**Pin map**

Drawn at 3 px/um. Pins as bars across the die edge, other pins in grey.
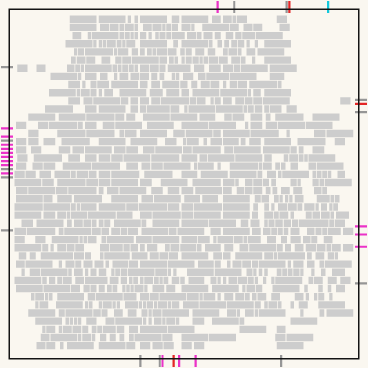
**Clock routing**

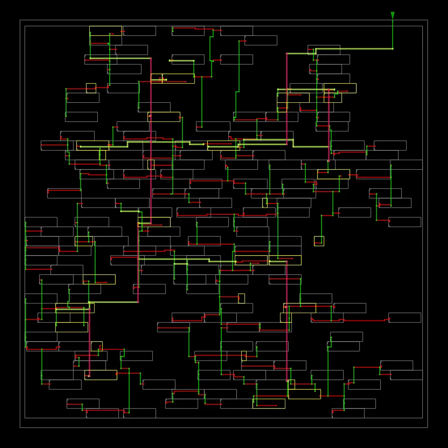
**Signal wires by layer**

Drawn at 2 px/um.
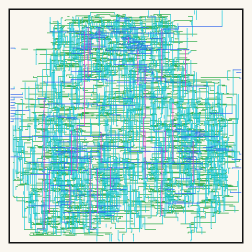
**Placement density heat map**

Drawn at 3 px/um. The die is cut into 12 by 12 equal tiles; black is low, pale yellow is high, 0 to 100% covered.
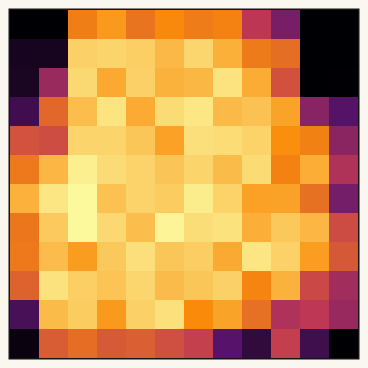
**Cell classes on the final placement**

Drawn at 2 px/um.
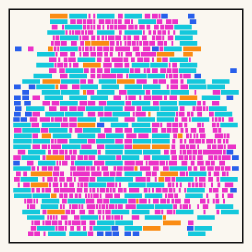
`config.mk`:
```
export PLATFORM = sky130hd
export DESIGN_NAME = clkdiv_multi
export DESIGN_NICKNAME = d
export VERILOG_FILES = /design/src/rtl/clkdiv_pkg.sv /design/src/rtl/clkdiv_channel.sv /design/src/rtl/clkdiv_multi.sv
export SDC_FILE = /design/constraint.sdc
export NUM_CORES = 1
export LEC_CHECK = 0
export CAP_MARGIN = 15
export CORE_UTILIZATION = 66
export CTS_CLUSTER_SIZE = 14
export DETAILED_ROUTE_END_ITERATION = 10
export HOLD_SLACK_MARGIN = 0.06
export PLACE_DENSITY = 0.95
export SLEW_MARGIN = 25
export SYNTH_ARGS = -nofsm -noshare
export SYNTH_HDL_FRONTEND = slang
export SYNTH_SLANG_ARGS = --single-unit
```
`constraint.sdc`:
```
create_clock -name clk -period 9 [get_ports clk]
set_input_delay 2.25 -clock clk [delete_from_list [all_inputs] [get_ports clk]]
set_output_delay 2.25 -clock clk [all_outputs]
set_load 0.02 [all_outputs]
```
`src/rtl/clkdiv_pkg.sv`:
```
// Shared types and constants for the clkdiv_multi clock-enable generator.
package clkdiv_pkg;

    localparam int DEFAULT_DIV_W = 16;

    typedef logic [DEFAULT_DIV_W-1:0] div_t;

    // A divisor of zero parks the channel instead of dividing.
    localparam int DIV_HALT = 0;

endpackage

```
`src/rtl/clkdiv_channel.sv`:
```
// One divider channel: counter, active/pending divisor pair, tick and clk_out flops.
module clkdiv_channel
    import clkdiv_pkg::*;
#(
    parameter int               DIV_W       = DEFAULT_DIV_W,
    parameter logic [DIV_W-1:0] DEFAULT_DIV = DIV_W'(10000)
) (
    input  logic             clk,
    input  logic             reset,
    input  logic             i_advance,
    input  logic             i_wr,
    input  logic [DIV_W-1:0] i_wdata,
    output logic             o_tick,
    output logic             o_clk_out,
    output logic             o_pending
);

    localparam logic [DIV_W-1:0] ONE = {{(DIV_W-1){1'b0}}, 1'b1};

    logic [DIV_W-1:0] r_count;
    logic [DIV_W-1:0] r_active;
    logic [DIV_W-1:0] r_pending;
    logic             r_pend_flag;
    logic             r_tick;
    logic             r_clk_out;

    logic w_halted;
    logic w_terminal;
    logic w_commit;

    // A halted channel commits a waiting divisor at once, otherwise only at a period boundary.
    assign w_halted   = (r_active == DIV_W'(DIV_HALT));
    assign w_terminal = !w_halted && i_advance && (r_count == r_active - ONE);
    assign w_commit   = r_pend_flag && (w_halted || w_terminal);

    always_ff @(posedge clk or posedge reset) begin
        if (reset) begin
            r_count     <= '0;
            r_active    <= DEFAULT_DIV;
            r_pending   <= DEFAULT_DIV;
            r_pend_flag <= 1'b0;
            r_tick      <= 1'b0;
            r_clk_out   <= 1'b0;
        end else begin
            if (w_halted) begin
                r_count <= '0;
                r_tick  <= 1'b0;
            end else if (w_terminal) begin
                r_count   <= '0;
                r_tick    <= 1'b1;
                r_clk_out <= ~r_clk_out;
            end else if (i_advance) begin
                r_count <= r_count + ONE;
                r_tick  <= 1'b0;
            end else begin
                r_tick <= 1'b0;
            end

            if (w_commit) begin
                r_active <= r_pending;
            end

            // A write on a commit edge lands behind the value being committed.
            if (i_wr) begin
                r_pending   <= i_wdata;
                r_pend_flag <= 1'b1;
            end else if (w_commit) begin
                r_pend_flag <= 1'b0;
            end
        end
    end

    assign o_tick    = r_tick;
    assign o_clk_out = r_clk_out;
    assign o_pending = r_pend_flag;

endmodule

```
`src/rtl/clkdiv_multi.sv`:
```
// Multi-channel programmable clock-enable generator.
// Define CLKDIV_CASCADE_EN to chain each channel onto the tick of the one below it.
module clkdiv_multi
    import clkdiv_pkg::*;
#(
    parameter int CH          = 3,
    parameter int DIV_W       = DEFAULT_DIV_W,
    parameter int DEFAULT_DIV = 10000
) (
    input  logic             clk,
    input  logic             reset,
    input  logic [CH-1:0]    en,
    input  logic [CH-1:0]    div_wr,
    input  logic [DIV_W-1:0] div_wdata,
    output logic [CH-1:0]    tick,
    output logic [CH-1:0]    clk_out,
    output logic [CH-1:0]    div_pending
);

    logic [CH-1:0] w_advance;

`ifdef CLKDIV_CASCADE_EN
    assign w_advance[0] = en[0];
    generate
        if (CH > 1) begin : g_cascade
            assign w_advance[CH-1:1] = en[CH-1:1] & tick[CH-2:0];
        end
    endgenerate
`else
    assign w_advance = en;
`endif

    generate
        for (genvar g = 0; g < CH; g++) begin : g_ch
            clkdiv_channel #(
                .DIV_W       (DIV_W),
                .DEFAULT_DIV (DIV_W'(DEFAULT_DIV))
            ) u_channel (
                .clk       (clk),
                .reset     (reset),
                .i_advance (w_advance[g]),
                .i_wr      (div_wr[g]),
                .i_wdata   (div_wdata),
                .o_tick    (tick[g]),
                .o_clk_out (clk_out[g]),
                .o_pending (div_pending[g])
            );
        end
    endgenerate

endmodule
```
==> summary.txt <==
Implementation progress

The flow ran to the end, and the final reports show no timing, DRC or antenna violations. Using the TritonRoute via totals, the vias-per-cell ratio works out to 6.55. Data on the critical path is required at its endpoint by 9.31 ns. For this run, the number of standard cells in the final layout without fillers is 995.

Per STA, the worst path accumulates the most delay in the family AND-OR/OR-AND gates. The final total negative setup slack stands at 0 ns. The commonest register cell is sky130_fd_sc_hd__dfrtp_1.

Per the synthesis report, the single largest cell type by area occupies 35.9% of cell area. Per report_power, the top consumer among the power groups is registers. The post-synth register bit count is 153. Data arrives at the worst endpoint at 5.28 ns. The via count of the first global-routing pass came to 6,386.

The critical path is of the in2reg type. Per the CTS log, the root buffer master is sky130_fd_sc_hd__clkbuf_16. The DRC violation total after the first TritonRoute iteration stands at 778. The adder-cell share of the synthesized area stands at 1.31%. Summing the areas of all xor and xnor instances in the mapped netlist gives 9.81% of the synthesized area. According to the finish report, the design has a final net count of 843. The average cell area after synthesis stands at 10.6 um2. The proportion of power drawn by the clock network stands at 26.3%. The part of the total power dissipated in sequential elements stands at 41.6%. In the post-synthesis netlist, the cell with the most instances is sky130_fd_sc_hd__dfrtp_1. According to the hold report, the worst path is of the reg2reg type. For this design the total switching power over the nets is 0.960 mW. Summing all multiplexer cells gives an area fraction of 11.2%. The proportion of layout cells with a drive suffix above 1 stands at 19.8%. The biggest area contributor in the post-synthesis netlist is sky130_fd_sc_hd__dfrtp_1. The first-pass GRT wire length stands at 33.0 mm. The stage-log warning count stands at 29.
About 'pin map':
legend:
  red:
    port: `tick`
    pins: 3
    direction: output
    edge: 1 bottom, 1 right, 1 top
  cyan:
    port: `clk`
    pins: 1
    direction: input
    edge: top
  magenta:
    port: `div_wdata`
    pins: 16
    direction: input
    edge: 9 left, 3 right, 3 bottom, 1 top
all pins by edge: 14 left, 7 bottom, 7 right, 5 top
x dimension of the die: 116 um
Die Y: 116 um
number of port buffers: 32

About 'clock routing':
final clock skew: 0.0130 ns
sequential cell count: 153
latest clock arrival within the worst-skew pair: 0.43 ns

About 'signal wires by layer':
legend:
  green:
    layer: metal 1
    wire_length: 8,510 um
  blue:
    layer: metal 3
    wire_length: 1,320 um
  cyan:
    layer: metal 2
    wire_length: 9,950 um
  magenta:
    layer: metal 4
    wire_length: 533 um
vias: 6,514
WL per Instance: 20.4 um
global router's overall resource usage: 32.4%

About 'placement density heat map':
mean over tiles: 69%
emptiest ninth of the die: top right
nearly empty tiles: 6.2%
tiles over 75% full: 58%
fullest tile: 99%
core box area: 12,600 um2
Core Util at FP: 67.9%

About 'cell classes on the final placement':
legend:
  cyan:
    class: flops
    cells: 153
    share_of_their_area: 42%
  orange:
    class: clock drivers and dummy loads
    cells: 32
    share_of_their_area: 6.1%
  blue:
    class: other buffers and delay cells
    cells: 33
    share_of_their_area: 3.6%
  magenta:
    class: combinational and other logic
    cells: 605
    share_of_their_area: 49%
final std cell area, no fill: 9450 um2
Post-Route Utilization: 74.9%
Row Count: 41
sequential portion of the cell area: 40.9%

[worst paths after layout]
| path | startpoint | end | slack, ns | cells after the start |
|---|---|---|---|---|
| worst max-delay path | en[1] | g_ch[1].u_channel.r_active[1] | 4.03 | 8 |
| worst min-delay path | g_ch[2].u_channel.o_clk_out | g_ch[2].u_channel.o_clk_out | 0.48 | 1 |
| worst max register to register | g_ch[0].u_channel.r_active[0] | g_ch[0].u_channel.r_active[11] | 4.78 | 9 |
| worst min register to register | g_ch[2].u_channel.o_clk_out | g_ch[2].u_channel.o_clk_out | 0.48 | 1 |
| max in group asynchronous | reset | g_ch[0].u_channel.r_count[11] | 5.56 | 3 |
| min in group asynchronous | reset | g_ch[2].u_channel.r_count[13] | 2.31 | 2 |
[registers in the layout (all words and copies together), names as in the netlist]
signal,flops
g_ch.u_channel.r_active,48
g_ch.u_channel.r_count,48
g_ch.u_channel.r_pending,48
g_ch.u_channel.o_clk_out,3
g_ch.u_channel.o_pending,3
g_ch.u_channel.o_tick,3
[through the flow]
| step | cell area (um2) | hold WS, ns |
|---|---|---|
| after floorplan | 8570 | 0.443 |
| after global placement | 8880 | 0.456 |
| after detailed placement | 8890 | 0.470 |
| after CTS | 9450 | 0.485 |
| after global routing | 9450 | 0.517 |
| final | 9450 | 0.478 |
[metal layers]
layer / vias up / track usage, % / part of all wire, %
met5: - / 0 / 0
met4: 0 / 12.0 / 2.6
met3: 56 / 6.54 / 6.5
met2: 312 / 53.4 / 49
met1: 3236 / 42.6 / 42
li1: 2910 / - / -
[area by class of cell]
class	count	area (um2)
well taps	172	215
inverters	21	83.8
clock buffers	21	460
flip-flops and latches	153	3870
repair buffers	33	332
fillers	813	3170
multi-input cells	584	4400
clock inverters	11	98.8
Power is estimated from default activity; no workload was simulated.
